`config.mk`:
```
export PLATFORM = sky130hd
export DESIGN_NAME = axis_slave_rx
export DESIGN_NICKNAME = d
export VERILOG_FILES = /design/src/rtl/axis_slave_rx.sv
export SDC_FILE = /design/constraint.sdc
export NUM_CORES = 1
export LEC_CHECK = 0
export ABC_AREA = 1
export CORE_AREA = 5 5 228 230
export DETAILED_ROUTE_END_ITERATION = 12
export DIE_AREA = 0 0 233 235
export GPL_TIMING_DRIVEN = 1
export HOLD_SLACK_MARGIN = 0.05
export PLACE_DENSITY = 0.7
export SLEW_MARGIN = 20
export SYNTH_ARGS = -nofsm -noshare
export SYNTH_HDL_FRONTEND = slang
export SYNTH_SLANG_ARGS = --single-unit
```
`constraint.sdc`:
```
create_clock -name aclk -period 5.09 [get_ports aclk]
set_clock_uncertainty 0.1 [all_clocks]
set_input_delay 1.018 -clock aclk [delete_from_list [all_inputs] [get_ports aclk]]
set_output_delay 1.018 -clock aclk [all_outputs]
set_load 0.02 [all_outputs]
```
`src/rtl/axis_slave_rx.sv`:
```
`default_nettype none
// ============================================================================
// Module   : axis_slave_rx
// Brief    : AXI-Stream slave receiver. Incoming beats go into a show-ahead
//            FIFO. Packet and byte statistics are kept alongside, together
//            with a sticky flag for malformed tkeep patterns.
// Revision : 1.0 - initial release
// ============================================================================
module axis_slave_rx #(
    parameter int TDATA_BYTES = 4,
    parameter int DEPTH       = 16
) (
    input  logic                         aclk,
    input  logic                         aresetn,
    input  logic                         s_tvalid,
    output logic                         s_tready,
    input  logic [TDATA_BYTES*8-1:0]     s_tdata,
    input  logic [TDATA_BYTES-1:0]       s_tkeep,
    input  logic                         s_tlast,
    input  logic [TDATA_BYTES-1:0]       s_tstrb,
    input  logic [7:0]                   s_tid,
    input  logic [3:0]                   s_tdest,
    input  logic [0:0]                   s_tuser,
    output logic [TDATA_BYTES*8-1:0]     out_data,
    output logic [TDATA_BYTES-1:0]       out_keep,
    output logic                         out_last,
    output logic                         out_empty,
    input  logic                         out_pop,
    output logic [$clog2(DEPTH+1)-1:0]   level,
    output logic [15:0]                  pkt_count,
    output logic [15:0]                  last_pkt_bytes,
    output logic                         keep_err,
    input  logic                         err_clr
);

    localparam int c_dw = TDATA_BYTES * 8;
    localparam int c_aw = $clog2(DEPTH);
    localparam int c_lw = $clog2(DEPTH + 1);
    localparam int c_ew = c_dw + TDATA_BYTES + 1;

    localparam logic [c_lw-1:0]        c_full     = c_lw'(DEPTH);
    localparam logic [c_lw-1:0]        c_lvl_one  = c_lw'(1);
    localparam logic [c_aw-1:0]        c_ptr_one  = c_aw'(1);
    localparam logic [TDATA_BYTES-1:0] c_keep_one = TDATA_BYTES'(1);

    logic [1:0]            rst_sync_q;
    logic [c_ew-1:0]       mem_q [DEPTH];
    logic [c_aw-1:0]       wr_ptr_q, wr_ptr_d;
    logic [c_aw-1:0]       rd_ptr_q, rd_ptr_d;
    logic [c_lw-1:0]       level_q, level_d;
    logic [15:0]           acc_q, acc_d;
    logic [15:0]           last_bytes_q, last_bytes_d;
    logic [15:0]           pkt_q, pkt_d;
    logic                  err_q, err_d;

    logic                  w_accept;
    logic                  w_pop;
    logic                  w_empty;
    logic [c_ew-1:0]       w_head;
    logic [16:0]           w_sum;
    logic [15:0]           w_sum_sat;
    logic [TDATA_BYTES-1:0] w_keep_inc;
    logic                  w_keep_full;
    logic                  w_keep_contig;
    logic                  w_keep_bad;
    logic                  w_unused_ok;

    function automatic logic [16:0] popcnt(input logic [TDATA_BYTES-1:0] k);
        logic [16:0] n;
        n = '0;
        for (int i = 0; i < TDATA_BYTES; i++) begin
            n = n + 17'(k[i]);
        end
        return n;
    endfunction

    // Reset asserts asynchronously; release is re-timed so ready comes up cleanly.
    always_ff @(posedge aclk or negedge aresetn) begin
        if (!aresetn) begin
            rst_sync_q <= 2'b00;
        end else begin
            rst_sync_q <= {rst_sync_q[0], 1'b1};
        end
    end

    assign w_empty   = (level_q == '0);
    assign s_tready  = rst_sync_q[1] && (level_q != c_full);
    assign w_accept  = s_tvalid && s_tready;
    assign w_pop     = out_pop && !w_empty;

    always_ff @(posedge aclk) begin
        if (w_accept) begin
            mem_q[wr_ptr_q] <= {s_tdata, s_tkeep, s_tlast};
        end
    end

    assign w_head    = mem_q[rd_ptr_q];
    assign out_data  = w_head[c_ew-1 -: c_dw];
    assign out_keep  = w_head[TDATA_BYTES:1];
    assign out_last  = w_head[0];
    assign out_empty = w_empty;

    assign w_sum     = {1'b0, acc_q} + popcnt(s_tkeep);
    assign w_sum_sat = w_sum[16] ? 16'hFFFF : w_sum[15:0];

    // A legal last beat keeps a contiguous run of low bytes: 2^n-1, n >= 1.
    assign w_keep_inc    = s_tkeep + c_keep_one;
    assign w_keep_full   = &s_tkeep;
    assign w_keep_contig = (s_tkeep != '0) && ((s_tkeep & w_keep_inc) == '0);
    assign w_keep_bad    = w_accept && (s_tlast ? !w_keep_contig : !w_keep_full);

    always_comb begin
        wr_ptr_d     = wr_ptr_q;
        rd_ptr_d     = rd_ptr_q;
        level_d      = level_q;
        acc_d        = acc_q;
        last_bytes_d = last_bytes_q;
        pkt_d        = pkt_q;
        err_d        = err_q;

        if (w_accept) begin
            wr_ptr_d = wr_ptr_q + c_ptr_one;
        end
        if (w_pop) begin
            rd_ptr_d = rd_ptr_q + c_ptr_one;
        end
        if (w_accept && !w_pop) begin
            level_d = level_q + c_lvl_one;
        end else if (!w_accept && w_pop) begin
            level_d = level_q - c_lvl_one;
        end

        if (w_accept) begin
            if (s_tlast) begin
                acc_d        = '0;
                last_bytes_d = w_sum_sat;
                pkt_d        = pkt_q + 16'd1;
            end else begin
                acc_d        = w_sum_sat;
            end
        end

        // A fresh violation outranks a clear request in the same cycle.
        if (w_keep_bad) begin
            err_d = 1'b1;
        end else if (err_clr) begin
            err_d = 1'b0;
        end
    end

    always_ff @(posedge aclk or negedge aresetn) begin
        if (!aresetn) begin
            wr_ptr_q     <= '0;
            rd_ptr_q     <= '0;
            level_q      <= '0;
            acc_q        <= '0;
            last_bytes_q <= '0;
            pkt_q        <= '0;
            err_q        <= 1'b0;
        end else begin
            wr_ptr_q     <= wr_ptr_d;
            rd_ptr_q     <= rd_ptr_d;
            level_q      <= level_d;
            acc_q        <= acc_d;
            last_bytes_q <= last_bytes_d;
            pkt_q        <= pkt_d;
            err_q        <= err_d;
        end
    end

    assign level          = level_q;
    assign pkt_count      = pkt_q;
    assign last_pkt_bytes = last_bytes_q;
    assign keep_err       = err_q;

    // Sideband fields are accepted on the bus but carry no meaning here.
    assign w_unused_ok = ^{s_tstrb, s_tid, s_tdest, s_tuser};

endmodule
`default_nettype wire

```
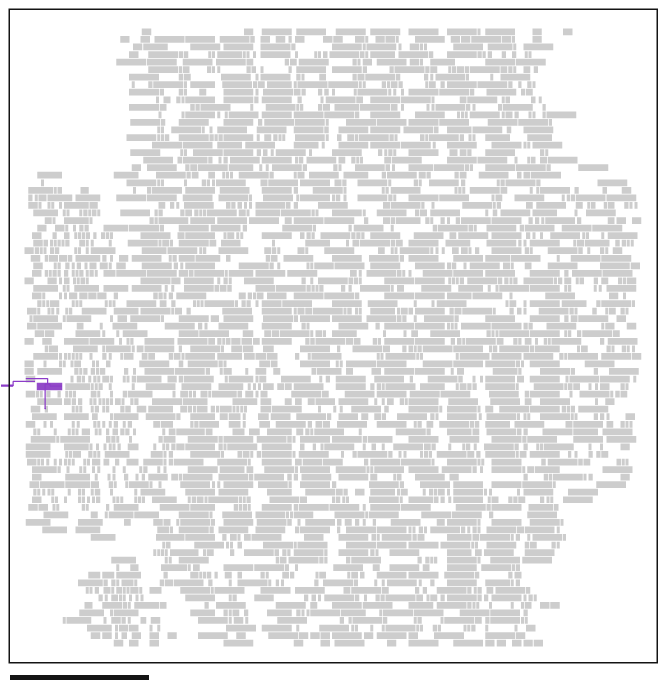
port_nets.png
Scale bar: 50 microns.
Purple is `keep_err`, bits 1, direction output, end cells 1, buffers 1, wire 35.6 microns.

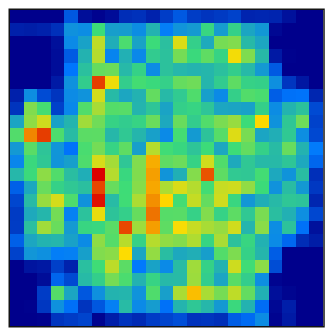
wire_density.png
The die is cut into 23 by 24 equal tiles; dark blue is low, red is high, scaled to the fullest tile. Values are wire area over tile area, all layers added.
12% of the tiles are nearly empty. The fullest tile reaches 0.50. 29% of the tiles are over half the peak.

==> deck_impl_summary.md <==
Flow Results at a Glance

Run status
  • Status: complete, no violations

Clock tree
  • H-tree levels: 3
  • Worst-path clk slew: 60 ps
  • Hold_buf cts: 0
  • Clock buffer count from CTS: 67
  • Cts repair resizes: 0
  • Max clock buf depth: 3

Global route
  • M3 GR Usage: 0.04407
  • Gr busiest metal: met2
  • Largest net degree at the start of global routing: 233
  • Global route overflow: 0
  • Initial antenna violation count: 2
  • Vias in the first global route: 17430
  • Total GRT Usage: 0.2261

Layout
  • Logic area: 6713 sq um
  • Final Core Density: 0.6236
  • Most frequent logic cell in the layout: edfxtp_1
  • Clk_buf instances: 81
  • Antenna cell count: 1
  • Signal buffers share of area: 0.05520
  • Logic Gate Count: 1369
  • Logic share of the area: 0.2168
  • Final net count: 2391
  • Filler cell count: 3771
  • Design Area, Final: 30960 sq um
  • Share of cells above drive strength 1: 0.07152
  • Flop share of the area: 0.6262
  • Largest register FFs: 592
  • Signal buffers: 164
  • Most frequent cells in the layout: edfxtp_1 (592), nor2_1 (470), nand2_1 (239), o21ai_0 (236), o211ai_1 (148)

Synth
  • Cell Type Count: 35
  • Dominant flop cell: edfxtp_1
  • Area fraction in mux cells: 0
  • Ao+oa area frac: 0.1025
  • Yosys xor share: 0.006189
  • Mapped Avg Cell Area: 12.16 sq um
  • Largest area contributor in the netlist: edfxtp_1
  • Register share after synthesis: 0.7207
  • Synth Area in Simple Gates: 0.1269
  • Post-synth EDFFs: 592
  • Synthesized registers: 656
  • Post-Synthesis Cell Area: 26890 sq um
  • Top comb family, area: simple AND/OR/NAND/NOR gates

Setup path
  • Critical Path AT: 3350 ps
  • Worst-path maximum fanout: 101
  • Critical path capture point type: output port
  • CP Launch Type: flip-flop
  • CP Capture Point: out_data[28]
  • R2r worst-path depth: 8

Power
  • Leakage power: 10.56 nW
  • PwrDens: 544.5 nW/um^2
  • Sequential power: 0.00649 W
  • Peak supply drop: 0.5671 mV
  • Comb power: 0.00566 W
  • Clk. pwr: 0.00472 W
  • Combinational Power Share: 0.335
  • Psw: 0.005966 W
  • P_int: 0.01089 W

Final timing
  • Max-slew violation count: 0
  • Hold WS: 248.0 ps
  • Actual slew at the worst max-slew pin: 1141 ps
  • Setup-failing EPs final: 0
  • Setup TNS Final: 0 ps

Worst hold path
  • Worst Hold End: rst_sync_q[1]$_DFF_PN0_
  • Hold Startpoint: rst_sync_q[0]$_DFF_PN0_
  • Hold Crit Depth: 0

Drt
  • Vias: 17270
  • DR vias/cell: 5.688
  • Drt drc: 0
  • Met3 WL: 4447 microns
  • Drt total wl: 62030 microns
  • Max Used Layer: met5

Job
  • Max Cap Viol: 0
  • Tool warnings: 53

Floorplan
  • Boundary Pins: 136
  • DIE HEIGHT: 235 microns
  • Floorplan Utilization: 0.5414
  • Die Area: 54760 sq um

Placed design
  • DP Area: 28870 sq um
  • # placed instances: 2917
[synth_stat cells (2+ instances only)]
library cell and count:
nor2_1 486, ha_1 14, o21ai_1 83, edfxtp_1 592, buf_4 15, inv_1 54
fa_1 4, a21oi_1 4, dfrtp_1 64, nand3_1 106, buf_2 36, or2_2 2
nor2_2 2, nand2_1 239, nand3b_1 2, xor2_1 17, o211ai_1 148, buf_8 2
o21ai_0 236, buf_6 11, xnor2_1 2, nor3_1 7, clkbuf_1 56, buf_1 11
nand4_1 9
[worst max-delay path, cell delays in order, from the launching register on]
cell             delay, ps
dfrtp_4                520
inv_8                  440
buf_4                  460
nor2_1                 100
nor2_1                 120
o21ai_1                 90
o211ai_1               120
nand3_1                120
nand2_1                130
clkdlybuf4s50_1        620
Power figures rest on the tool's default switching activity, not on a simulated workload.
